### config.mk
export PLATFORM = sky130hd
export DESIGN_NAME = mem_arb
export DESIGN_NICKNAME = d
export VERILOG_FILES = /design/src/rtl/mem_arb.sv
export SDC_FILE = /design/constraint.sdc
export NUM_CORES = 1
export LEC_CHECK = 0
export CAP_MARGIN = 10
export CORE_ASPECT_RATIO = 1.2
export CORE_MARGIN = 2
export CORE_UTILIZATION = 43
export CTS_CLUSTER_DIAMETER = 40
export CTS_CLUSTER_SIZE = 8
export DETAILED_ROUTE_END_ITERATION = 12
export PLACE_DENSITY = 0.92
export SYNTH_ARGS = -nofsm -noshare
export SYNTH_HDL_FRONTEND = slang
export SYNTH_SLANG_ARGS = --single-unit
### constraint.sdc
create_clock -name clock -period 3.5 [get_ports clock]
set_input_delay 0.35 -clock clock [delete_from_list [all_inputs] [get_ports clock]]
set_output_delay 0.35 -clock clock [all_outputs]
set_load 0.01 [all_outputs]
### src/rtl/mem_arb.sv
// rtl/mem_arb.sv - arbiter sharing one memory port between fetch (IFU) and load/store (LSU)
// Optional feature: define MEM_ARB_RR_EN for round-robin priority (default: LSU over IFU).
module mem_arb #(
   parameter int AW = 32,
   parameter int DW = 32
) (
   input  logic            clock,
   input  logic            reset,
   input  logic            ifu_reqValid,
   input  logic [AW-1:0]   ifu_addr,
   output logic            ifu_respValid,
   input  logic            lsu_reqValid,
   input  logic            lsu_wen,
   input  logic [AW-1:0]   lsu_addr,
   input  logic [DW-1:0]   lsu_wdata,
   input  logic [DW/8-1:0] lsu_wmask,
   output logic            lsu_respValid,
   output logic [DW-1:0]   rdata,
   output logic            mem_reqValid,
   output logic            mem_wen,
   output logic [AW-1:0]   mem_addr,
   output logic [DW-1:0]   mem_wdata,
   output logic [DW/8-1:0] mem_wmask,
   input  logic            mem_respValid,
   input  logic [DW-1:0]   mem_rdata
);

   typedef enum logic {IDLE, BUSY} state_t;
   typedef enum logic {OWN_IFU, OWN_LSU} owner_t;

   state_t state, state_nxt;
   owner_t owner, owner_nxt;

   logic            ifu_pend;
   logic [AW-1:0]   ifu_pend_addr;
   logic            lsu_pend;
   logic            lsu_pend_wen;
   logic [AW-1:0]   lsu_pend_addr;
   logic [DW-1:0]   lsu_pend_wdata;
   logic [DW/8-1:0] lsu_pend_wmask;

   logic ifu_drop, lsu_drop, ifu_cand, lsu_cand, grant_ifu, grant_lsu;

   assign rdata = mem_rdata;

   // A request is illegal while its slot is full or its own transaction is outstanding.
   assign ifu_drop = ifu_reqValid && (ifu_pend || (state == BUSY && owner == OWN_IFU));
   assign lsu_drop = lsu_reqValid && (lsu_pend || (state == BUSY && owner == OWN_LSU));
   assign ifu_cand = (state == IDLE) && !reset && (ifu_pend || ifu_reqValid);
   assign lsu_cand = (state == IDLE) && !reset && (lsu_pend || lsu_reqValid);

`ifdef MEM_ARB_RR_EN
   owner_t rr_last;

   // rr_last holds the most recent grantee; the other requester wins a tie.
   assign grant_lsu = lsu_cand && (!ifu_cand || rr_last == OWN_IFU);
   assign grant_ifu = ifu_cand && !grant_lsu;

   always_ff @(posedge clock or posedge reset) begin
      if (reset)
         rr_last <= OWN_IFU;
      else if (grant_lsu)
         rr_last <= OWN_LSU;
      else if (grant_ifu)
         rr_last <= OWN_IFU;
   end
`else
   assign grant_lsu = lsu_cand;
   assign grant_ifu = ifu_cand && !lsu_cand;
`endif

   always_comb begin
      state_nxt     = state;
      owner_nxt     = owner;
      mem_reqValid  = 1'b0;
      mem_wen       = 1'b0;
      mem_addr      = '0;
      mem_wdata     = '0;
      mem_wmask     = '0;
      ifu_respValid = 1'b0;
      lsu_respValid = 1'b0;
      case (state)
         IDLE: begin
            if (grant_lsu) begin
               mem_reqValid = 1'b1;
               mem_wen      = lsu_pend ? lsu_pend_wen   : lsu_wen;
               mem_addr     = lsu_pend ? lsu_pend_addr  : lsu_addr;
               mem_wdata    = lsu_pend ? lsu_pend_wdata : lsu_wdata;
               mem_wmask    = lsu_pend ? lsu_pend_wmask : lsu_wmask;
               state_nxt    = BUSY;
               owner_nxt    = OWN_LSU;
            end else if (grant_ifu) begin
               mem_reqValid = 1'b1;
               mem_addr     = ifu_pend ? ifu_pend_addr : ifu_addr;
               state_nxt    = BUSY;
               owner_nxt    = OWN_IFU;
            end
         end
         BUSY: begin
            if (mem_respValid) begin
               state_nxt = IDLE;
               if (owner == OWN_LSU)
                  lsu_respValid = 1'b1;
               else
                  ifu_respValid = 1'b1;
            end
         end
      endcase
   end

   always_ff @(posedge clock or posedge reset) begin
      if (reset) begin
         state <= IDLE;
         owner <= OWN_IFU;
      end else begin
         state <= state_nxt;
         owner <= owner_nxt;
      end
   end

   always_ff @(posedge clock or posedge reset) begin
      if (reset) begin
         ifu_pend       <= 1'b0;
         ifu_pend_addr  <= '0;
         lsu_pend       <= 1'b0;
         lsu_pend_wen   <= 1'b0;
         lsu_pend_addr  <= '0;
         lsu_pend_wdata <= '0;
         lsu_pend_wmask <= '0;
      end else begin
         if (grant_ifu) begin
            ifu_pend <= 1'b0;
         end else if (ifu_reqValid && !ifu_drop) begin
            ifu_pend      <= 1'b1;
            ifu_pend_addr <= ifu_addr;
         end
         if (grant_lsu) begin
            lsu_pend <= 1'b0;
         end else if (lsu_reqValid && !lsu_drop) begin
            lsu_pend       <= 1'b1;
            lsu_pend_wen   <= lsu_wen;
            lsu_pend_addr  <= lsu_addr;
            lsu_pend_wdata <= lsu_wdata;
            lsu_pend_wmask <= lsu_wmask;
         end
      end
   end

   ifu_req_protocol: assert property (@(posedge clock) disable iff (reset) !ifu_drop);
   lsu_req_protocol: assert property (@(posedge clock) disable iff (reset) !lsu_drop);

endmodule

==> impl_metrics.toml, run 1 <==
# synthesis and place-and-route metrics
[power]
ir_drop_uv = 358
p_leak_nw = 3.42
p_total_mw = 6.04
power_density_nw_per_um2 = 785

[clock_network]
cts_resized = 0
cts_buffer_depth = 2
cts_tree = "yes"
htree_levels = 3
holdBufCountCts = 0
cts-root-buf = "clkbuf_16"
cts.clk_slew.worst_paths_ns = 0.07
cts_setup_buffers = 0

[worst_setup_path]
worstPathRequired_ns = 3.15
crit_path_cell_trace = "o21ai_4 -> buf_4 -> nor2_1 -> clkdlybuf4s50_1"
crit_type = "flip-flop to output port"
startpoint_type = "flip-flop"
worstSetupEndpointType = "output port"
cpMaxStageDelayCell = "o21ai_4"
max_stage_delay_ns = 0.79
arrival_ns = 2.73
crit_fanout = 36

[place]
gp_congestion = 0.789
place_hpwl_mm = 10.6
place_inst = 754
dp_worst_setup_slack_ns = 0.455
io_buffers = 177

[route]
dr.pass1.iters = 4
drc = 0
wl_per_cell_um = 18.5
drtIter0Drc = 155
viasPerCell = 5.34
ant_nets = 0

[global_routing]
grt_pass1_vias = 4559
grt_use_total_pct = 20.5
grt_max_degree = 70
antenna_found_initial = 1
grt_first_pass_wirelength_mm = 22.3
gr-total-overflow = 0

[synth]
synth_warnings = 0
postSynthSeqShare_pct = 46.4
ys_cells = 465
syn_inst = 465
avgSynthCellArea_um2 = 12.2
numSynthFlops = 105
syn-cell-area_um2 = 5670
ys_types = 24
synth_chip_area_um2 = 5670
fp_nets = 603

[die]
chipArea_um2 = 14100
chipWidth_um = 109
core_area_um2 = 12800
std_cell_rows = 45
num_io_pins = 242
initCoreUtil_pct = 44.3
die_y_um = 130

[timing]
fin_ws_ns = 0.419
fin_crit_ns = 3.08
final_max_slew_viol_count = 0
finalSetupViolCount = 0
rsz0062_at_grt = "no"
clock_skew_ns = 0.00896
hold_viol = 0
worst-slew-pin-transition_ns = 0.959
tns_ns = 0
slew_headroom_pct = 35.8
fmax_mhz = 325
period_used_pct = 88.0

[finish]
nets = 739
nFillCells = 993
drive_above_1_share_pct = 15.7
final_cells = 770
syn_to_final_growth_pct = 35.8
layout_top_cell = "clkdlybuf4s50_1"
mostFrequentLayoutCells = "177 x clkdlybuf4s50_1, 103 x dfrtp_1, 101 x mux2i_1"

[min_path]
hold_class = "flip-flop to flip-flop"

[run_status]
outcome = "complete, no violations"

[flow_run]
maxCapViolations = 0
tool_warnings = 26
[run 1: metrics by stage]
step / hold WS (ns) / area, µm² / utilization (%)
after floorplan: 0.458 / 5670 / -
after global placement: 0.467 / 7380 / 57.7
after detailed placement: 0.476 / 7380 / 57.7
after CTS: 0.492 / 7690 / 60.2
after global routing: 0.510 / 7690 / 60.2
final: 0.487 / 7700 / 60.2
[run 1: Yosys cell counts]
cell type	count	area (µm²)
dfrtp_1	105	2630
mux2i_1	101	1010
mux2_2	61	687
nor2_1	42	158
mux2_1	40	450
buf_4	33	248
o22ai_1	32	200
buf_2	17	85.1
clkbuf_1	11	41.3
buf_6	4	45.0
nand2_1	3	11.3
nand2b_1	3	18.8
inv_1	2	7.51
a21bo_2	1	10.0
a21o_1	1	7.51
a21oi_1	1	5.00
a21oi_2	1	8.76
and2_1	1	6.26
nand3_1	1	5.00
nor4_1	1	6.26
nor4bb_1	1	10.0
o211ai_1	1	7.51
o21ai_0	1	5.00
o21ai_1	1	5.00
[run 1: area by class of cell]
class | instances | area, µm² | share of cell area, %
clock inverter | 4 | 76.3 | 0.992
multi-input combinational | 293 | 2650 | 34.4
antenna | 1 | 2.50 | 0.0325
timing repair buffer | 190 | 1880 | 24.4
inverter | 2 | 10.0 | 0.130
clock buffer | 11 | 243 | 3.15
sequential | 105 | 2630 | 34.2
tap | 164 | 205 | 2.67
[run 1: flip-flops by register name, indices dropped and copies added, names as in the netlist]
register,flops
state,1
ifu_pend_addr,32
lsu_pend_addr,32
owner,1
ifu_pend,1
lsu_pend_wdata,32
lsu_pend_wmask,4
lsu_pend_wen,1
lsu_pend,1
[run 1: per-layer routing]
| metal | wire length, µm | vias up | GRT usage (%) |
|---|---|---|---|
| met3 | 988 | 45 | 4.75 |
| li1 | - | 1911 | - |
| met5 | 0 | - | 0 |
| met1 | 5260 | 2011 | 21.5 |
| met4 | 478 | 0 | 9.50 |
| met2 | 7550 | 141 | 38.3 |
[run 1: path summary, 6_finish.rpt]
check	startpoint	endpoint	slack (ns)	cells past startpoint
max	lsu_pend	mem_wdata[6]	0.42	4
min	ifu_pend_addr[16]	ifu_pend_addr[16]	0.49	1
max reg2reg	lsu_pend	ifu_pend_addr[6]	1.00	5
min reg2reg	ifu_pend_addr[16]	ifu_pend_addr[16]	0.49	1
max in group asynchronous	reset	lsu_pend_wmask[0]	2.06	3
min in group asynchronous	reset	ifu_pend_addr[1]	0.63	2
[run 1: kinds of logic after synthesis]
| group | count (synthesis) | share of synthesized area [%] |
|---|---|---|
| AOI/OAI and AO/OA | 39 | 4.39 |
| and+or+nand+nor | 52 | 3.80 |
| DFF | 105 | 46.4 |
| buffers and inverters | 67 | 7.53 |
| muxes | 202 | 37.9 |
[run 1: critical path, delay by kind of cell, from the launching register on]
family | cells | cell delay [ns]
AND-OR/OR-AND | 1 | 0.79
flip-flops | 1 | 0.62
buffers and inverters | 2 | 0.87
AND/OR/NAND/NOR | 1 | 0.10
[run 1: power breakdown]
group	internal, mW	switching [mW]	leakage (nW)	total (mW)
registers	1.83	0.391	1.25	2.23
logic	1.58	1.16	2.02	2.74
clock network	0.646	0.433	0.152	1.08
Fig. 1: run 1, gate-type map
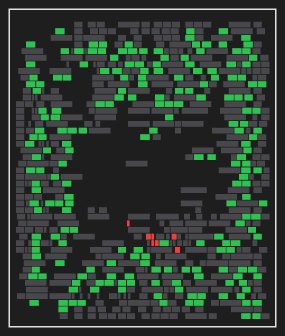
Green stands for mux cells, cells 202, where widely spread. Red stands for nand cells, cells 7, where bottom middle.

Fig. 2: run 1, the clock network
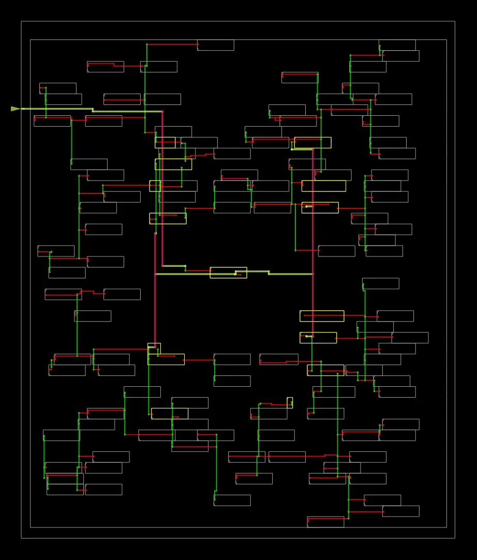
worst skew pair latency: 0.34 ns
flip-flops: 105
clkbuf count: 11
CTS sink count: 105
TritonCTS Buffers: 9

Fig. 3: run 1, signal wires on met1
Supply wires on this layer in gray.
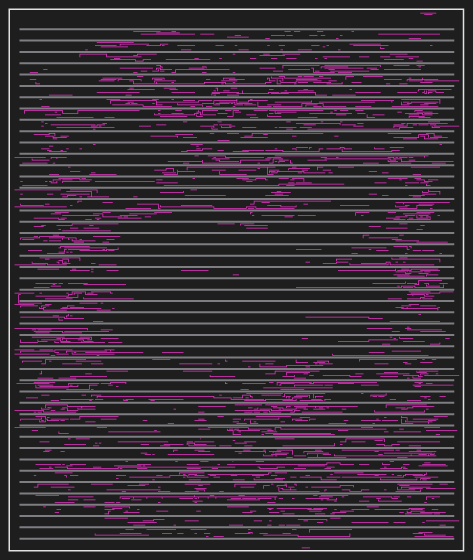
The longest straight run is 37.7 µm. The wires run mostly horizontal. 610 nets have wire on it. The layer holds 37% of the routed length.
met1 GRT Util: 21.5%
via count: 4108
Post-Route WL: 14.3 mm

--- run 2 (diff from run 1) ---
--- a/config.mk
+++ b/config.mk
@@ -5,7 +5,8 @@
 export SDC_FILE = /design/constraint.sdc
 export NUM_CORES = 1
 export LEC_CHECK = 0
-export CAP_MARGIN = 10
+export ABC_CLOCK_PERIOD_IN_PS = 3500
+export CAP_MARGIN = 5
 export CORE_ASPECT_RATIO = 1.2
 export CORE_MARGIN = 2
 export CORE_UTILIZATION = 43
Fig. 4: run 2, PDN straps and rails
Pins as bars on the die edge.
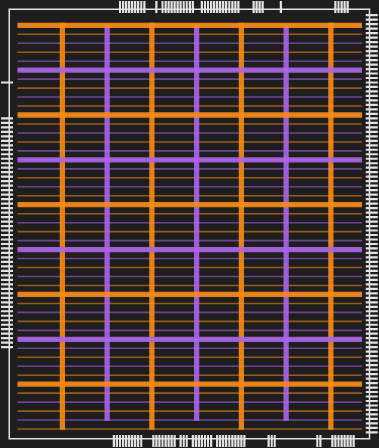
Purple stands for VDD. Orange stands for VSS.
9 straps on met5. 242 signal pins sit on the boundary.

Fig. 5: run 2, gate-type map
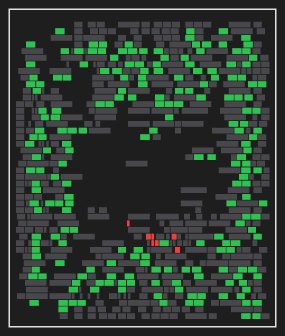
Green stands for mux cells, cells 202, where widely spread. Red stands for nand cells, cells 7, where bottom middle.

==> run 2 against run 1 <==
Core utilization stayed put. Sequential share of layout area stayed put. Synthesized cell count stayed put. Total power stayed put. Worst hold slack stayed put. Sequential power hardly changed. Critical endpoint unchanged. Highest routed layer unchanged.
==> impl_metrics.toml, run 2 <==
# synthesis and place-and-route metrics
[run_status]
outcome = "complete, no violations"

[synth]
avgSynthCellArea_um2 = 12.2
ys_cells = 465
fp_nets = 603
yosys_most_used_dff = "dfrtp_1"
syn_inst = 465
ys_types = 24
syn-cell-area_um2 = 5670
synth_warnings = 0
edf_count = 0
synth_chip_area_um2 = 5670
synth_top_cell_by_count = "dfrtp_1"

[place]
gp_congestion = 0.789
dpl_cell_area_um2 = 7380
io_buffers = 177

[global_routing]
grt_pass1_vias = 4559
gr-total-overflow = 0
grt_use_total_pct = 20.5
grt_max_degree = 70
use_met2_pct = 38.3

[timing]
slew_headroom_pct = 35.8
hold_viol = 0
fmax_mhz = 325
rsz0062_at_grt = "no"
clock_skew_ns = 0.00896

[route]
routed_wl_mm = 14.3
drtIter0Drc = 155
dr.pass1.iters = 4
wl_per_cell_um = 18.5
viasPerCell = 5.34

[finish]
nets = 739
reg_top3 = "ifu_pend_addr (32), lsu_pend_addr (32), lsu_pend_wdata (32)"
utilization_pct = 60.2
drive_above_1_share_pct = 15.7
final_area_um2 = 7700
layout_top_cell = "clkdlybuf4s50_1"
nFillCells = 993

[worst_setup_path]
worstSetupEndpointType = "output port"
crit_fanout = 36
crit_type = "flip-flop to output port"

[power]
p_sw_share_pct = 32.8
p_int_mw = 4.06
p_sw_mw = 1.98
power_density_nw_per_um2 = 785
ir_drop_uv = 358
clockPowerShare_pct = 17.9

[clock_network]
holdBufCountCts = 0
cts.clk_slew.worst_paths_ns = 0.07
cts_inserted_buffers = 9
clkLatencyLatePin_ns = 0.34
cts_resized = 0
cts_sinks = 105

[flow_run]
tool_warnings = 26

[min_path]
hold_class = "flip-flop to flip-flop"

[die]
core_area_um2 = 12800
## run 2: power groups by stage
| stage | logic [mW] | clock network, mW | registers [mW] |
|---|---|---|---|
| finish | 2.74 | 1.08 | 2.23 |
| floorplan | 1.97 | 0 | 2.06 |
| global placement | 2.67 | 0 | 2.19 |
| CTS | 2.77 | 1.11 | 2.23 |
| detailed placement | 2.76 | 0 | 2.25 |
| global route | 2.96 | 1.16 | 2.31 |
## run 2: worst max-delay path, cell delays in order (launching register included)
cell and delay (ns):
dfrtp_4 0.62, o21ai_4 0.79, buf_4 0.38, nor2_1 0.10
clkdlybuf4s50_1 0.49
## run 2: metal layers
| metal | wire [µm] | part of all wire [%] | vias up |
|---|---|---|---|
| li1 | - | - | 1911 |
| met2 | 7550 | 53 | 141 |
| met3 | 988 | 6.9 | 45 |
| met4 | 478 | 3.3 | 0 |
| met1 | 5260 | 37 | 2011 |
| met5 | 0 | 0 | - |
## run 2: cell families (layout without fill, tap and decap cells)
logic type      after synthesis  in the layout  share of synthesized area, %
flops                       105            105                          46.4
simple gates                 52             52                          3.80
compound gates               39             39                          4.39
mux                         202            202                          37.9
buf+inv                      67            207                          7.53
other cells                   0              1                             0
## run 2: worst paths after layout
check                                  start                end  slack, ns  depth (start not counted)
setup / recovery                    lsu_pend       mem_wdata[6]       0.42                          4
max in group asynchronous              reset  lsu_pend_wmask[0]       2.06                          3
setup reg to reg                    lsu_pend   ifu_pend_addr[6]       1.00                          5
hold reg to reg            ifu_pend_addr[16]  ifu_pend_addr[16]       0.49                          1
hold / removal             ifu_pend_addr[16]  ifu_pend_addr[16]       0.49                          1
min in group asynchronous              reset   ifu_pend_addr[1]       0.63                          2
## run 2: area by class of cell
type                            instances  area [µm²]  share of cell area (%)
Timing Repair Buffer                  190        1880                    24.4
Inverter                                2        10.0                   0.130
Antenna cell                            1        2.50                  0.0325
Clock buffer                           11         243                    3.15
Multi-Input combinational cell        293        2650                    34.4
Clock inverter                          4        76.3                   0.992
Sequential cell                       105        2630                    34.2
Tap cell                              164         205                    2.67
## run 2: per-stage QoR
step	hold WS (ns)	setup slack [ns]	cells
final	0.487	0.419	770
after global routing	0.510	0.213	769
after CTS	0.492	0.362	769
after detailed placement	0.476	0.455	754
after global placement	0.467	0.505	754
after floorplan	0.458	0.389	465
--- run 3 (diff from run 2) ---
--- a/config.mk
+++ b/config.mk
@@ -6,7 +6,7 @@
 export NUM_CORES = 1
 export LEC_CHECK = 0
 export ABC_CLOCK_PERIOD_IN_PS = 3500
-export CAP_MARGIN = 5
+export CAP_MARGIN = 20
 export CORE_ASPECT_RATIO = 1.2
 export CORE_MARGIN = 2
 export CORE_UTILIZATION = 43
Fig. 6: run 3, the clock network
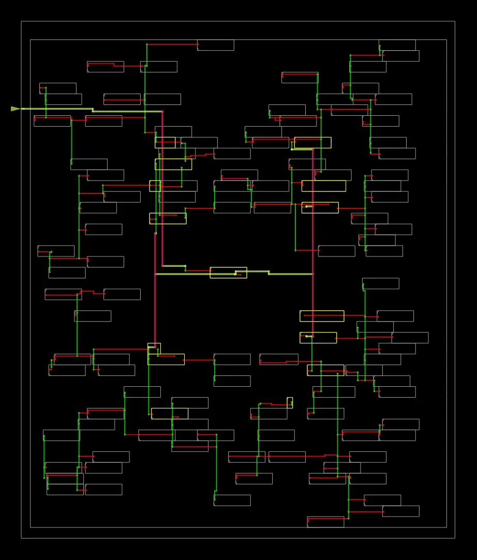
Setup Skew: 0.00896 ns
clock-net power: 1.08 mW

==> run 3 against run 2 <==
Final area unchanged. Largest cell class unchanged. Critical path type unchanged. Sequential power about the same. Synthesized cell count unchanged. Die area unchanged. Via count unchanged. Area after synthesis unchanged. Critical path depth unchanged. First-iteration DRC count unchanged. Sequential cell count unchanged. Final cell count unchanged. Global-route usage unchanged.
==> impl_metrics.toml, run 3 <==
# synthesis and place-and-route metrics
[worst_setup_path]
cpMaxStageDelayCell = "o21ai_4"
crit_path_cell_trace = "o21ai_4 -> buf_4 -> nor2_1 -> clkdlybuf4s50_1"
crit_fanout = 36
worst-r2r-cell-count = 5
crit_path_start = "lsu_pend"
max_stage_delay_ns = 0.79
r2r_end = "ifu_pend_addr[6]"
worstPathRequired_ns = 3.15
path_depth = 4
r2r_slack_ns = 1.00
endpoint = "mem_wdata[6]"
crit_type = "flip-flop to output port"
cp.buffers_inverters = 2
worstSetupEndpointType = "output port"

[clock_network]
holdBufCountCts = 0
cts_inserted_buffers = 9
cts.clk_slew.worst_paths_ns = 0.07
cts_sinks = 105
cts_resized = 0
clkLatencyLatePin_ns = 0.34

[route]
routed_wl_mm = 14.3
wl_per_cell_um = 18.5
dr.pass1.iters = 4
drtIter0Drc = 155
viasPerCell = 5.34

[global_routing]
grt_pass1_vias = 4559
gr-total-overflow = 0
grt_max_degree = 70
grt_use_total_pct = 20.5

[power]
power_density_nw_per_um2 = 785
ir_drop_uv = 358

[synth]
ys_types = 24
largest_area_cell = "dfrtp_1"
yosys_most_used_dff = "dfrtp_1"
fp_nets = 603
ys_cells = 465
numSynthFlops = 105
avgSynthCellArea_um2 = 12.2
syn-cell-area_um2 = 5670
syn_inst = 465
synth_warnings = 0
edf_count = 0

[finish]
final_area_um2 = 7700
drive_above_1_share_pct = 15.7
layout_top_cell = "clkdlybuf4s50_1"
nFillCells = 993
nets = 739
reg_top3 = "ifu_pend_addr (32), lsu_pend_addr (32), lsu_pend_wdata (32)"

[place]
dpl_cell_area_um2 = 7380
gp_congestion = 0.789
dp_worst_setup_slack_ns = 0.455
io_buffers = 177

[timing]
fin_ws_ns = 0.419
fmax_mhz = 325
slew_headroom_pct = 35.8
hold_viol = 0
rsz0062_at_grt = "no"

[flow_run]
tool_warnings = 26

[min_path]
hold_class = "flip-flop to flip-flop"
whs_path_depth = 1

[run_status]
outcome = "complete, no violations"

[die]
core_area_um2 = 12800
Fig. 7: run 3, gate-type map
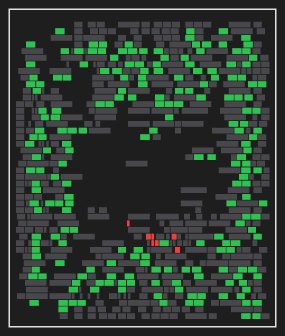
Red stands for nand cells, cells 7, where bottom middle. Green stands for mux cells, cells 202, where widely spread.

run 3: cell counts after synthesis:
Identical to the previous run, type by type.
run 3: area by class of cell:
type	count	area [µm²]	area share [%]
antenna	1	2.50	0.0325
clock buffer	11	243	3.15
clock inverter	4	76.3	0.992
inverter	2	10.0	0.130
multi-input combinational	293	2650	34.4
sequential	105	2630	34.2
tap	164	205	2.67
timing repair buffer	190	1880	24.4
run 3: metrics by stage:
step	std cells	total power, mW	hold slack, ns	util, %
after floorplan	465	4.03	0.458	-
after global placement	754	4.86	0.467	57.7
after detailed placement	754	5.02	0.476	57.7
after CTS	769	6.11	0.492	60.2
after global routing	769	6.44	0.510	60.2
final	770	6.04	0.487	60.2
run 3: worst min-delay path by stage:
stage	from	end	slack (ns)
2_1_floorplan	ifu_pend_addr[0]	ifu_pend_addr[0]	0.46
3_3_place_gp	lsu_pend_wmask[0]	lsu_pend_wmask[0]	0.47
3_5_place_dp	lsu_pend_wdata[1]	lsu_pend_wdata[1]	0.48
4_1_cts	lsu_pend_wdata[1]	lsu_pend_wdata[1]	0.49
5_1_grt	ifu_pend_addr[19]	ifu_pend_addr[19]	0.51
6_report	ifu_pend_addr[16]	ifu_pend_addr[16]	0.49
run 3: power breakdown:
group	internal [mW]	switching, mW	leakage [nW]
clock	0.646	0.433	0.152
sequential	1.83	0.391	1.25
combinational	1.58	1.16	2.02
run 3: logic make-up (layout without fill, tap and decap cells):
group / count (synthesis) / in the layout / share of synthesized area [%]
mux: 202 / 202 / 37.9
other cells: 0 / 1 / 0
buf+inv: 67 / 207 / 7.53
compound gates: 39 / 39 / 4.39
simple gates: 52 / 52 / 3.80
flops: 105 / 105 / 46.4
run 3: per-layer routing:
layer,vias up,track usage [%],wire (µm),part of all wire (%)
met3,45,4.75,988,6.9
li1,1911,-,-,-
met4,0,9.50,478,3.3
met2,141,38.3,7550,53
met1,2011,21.5,5260,37
met5,-,0,0,0
Power and IR drop assume default switching activity.
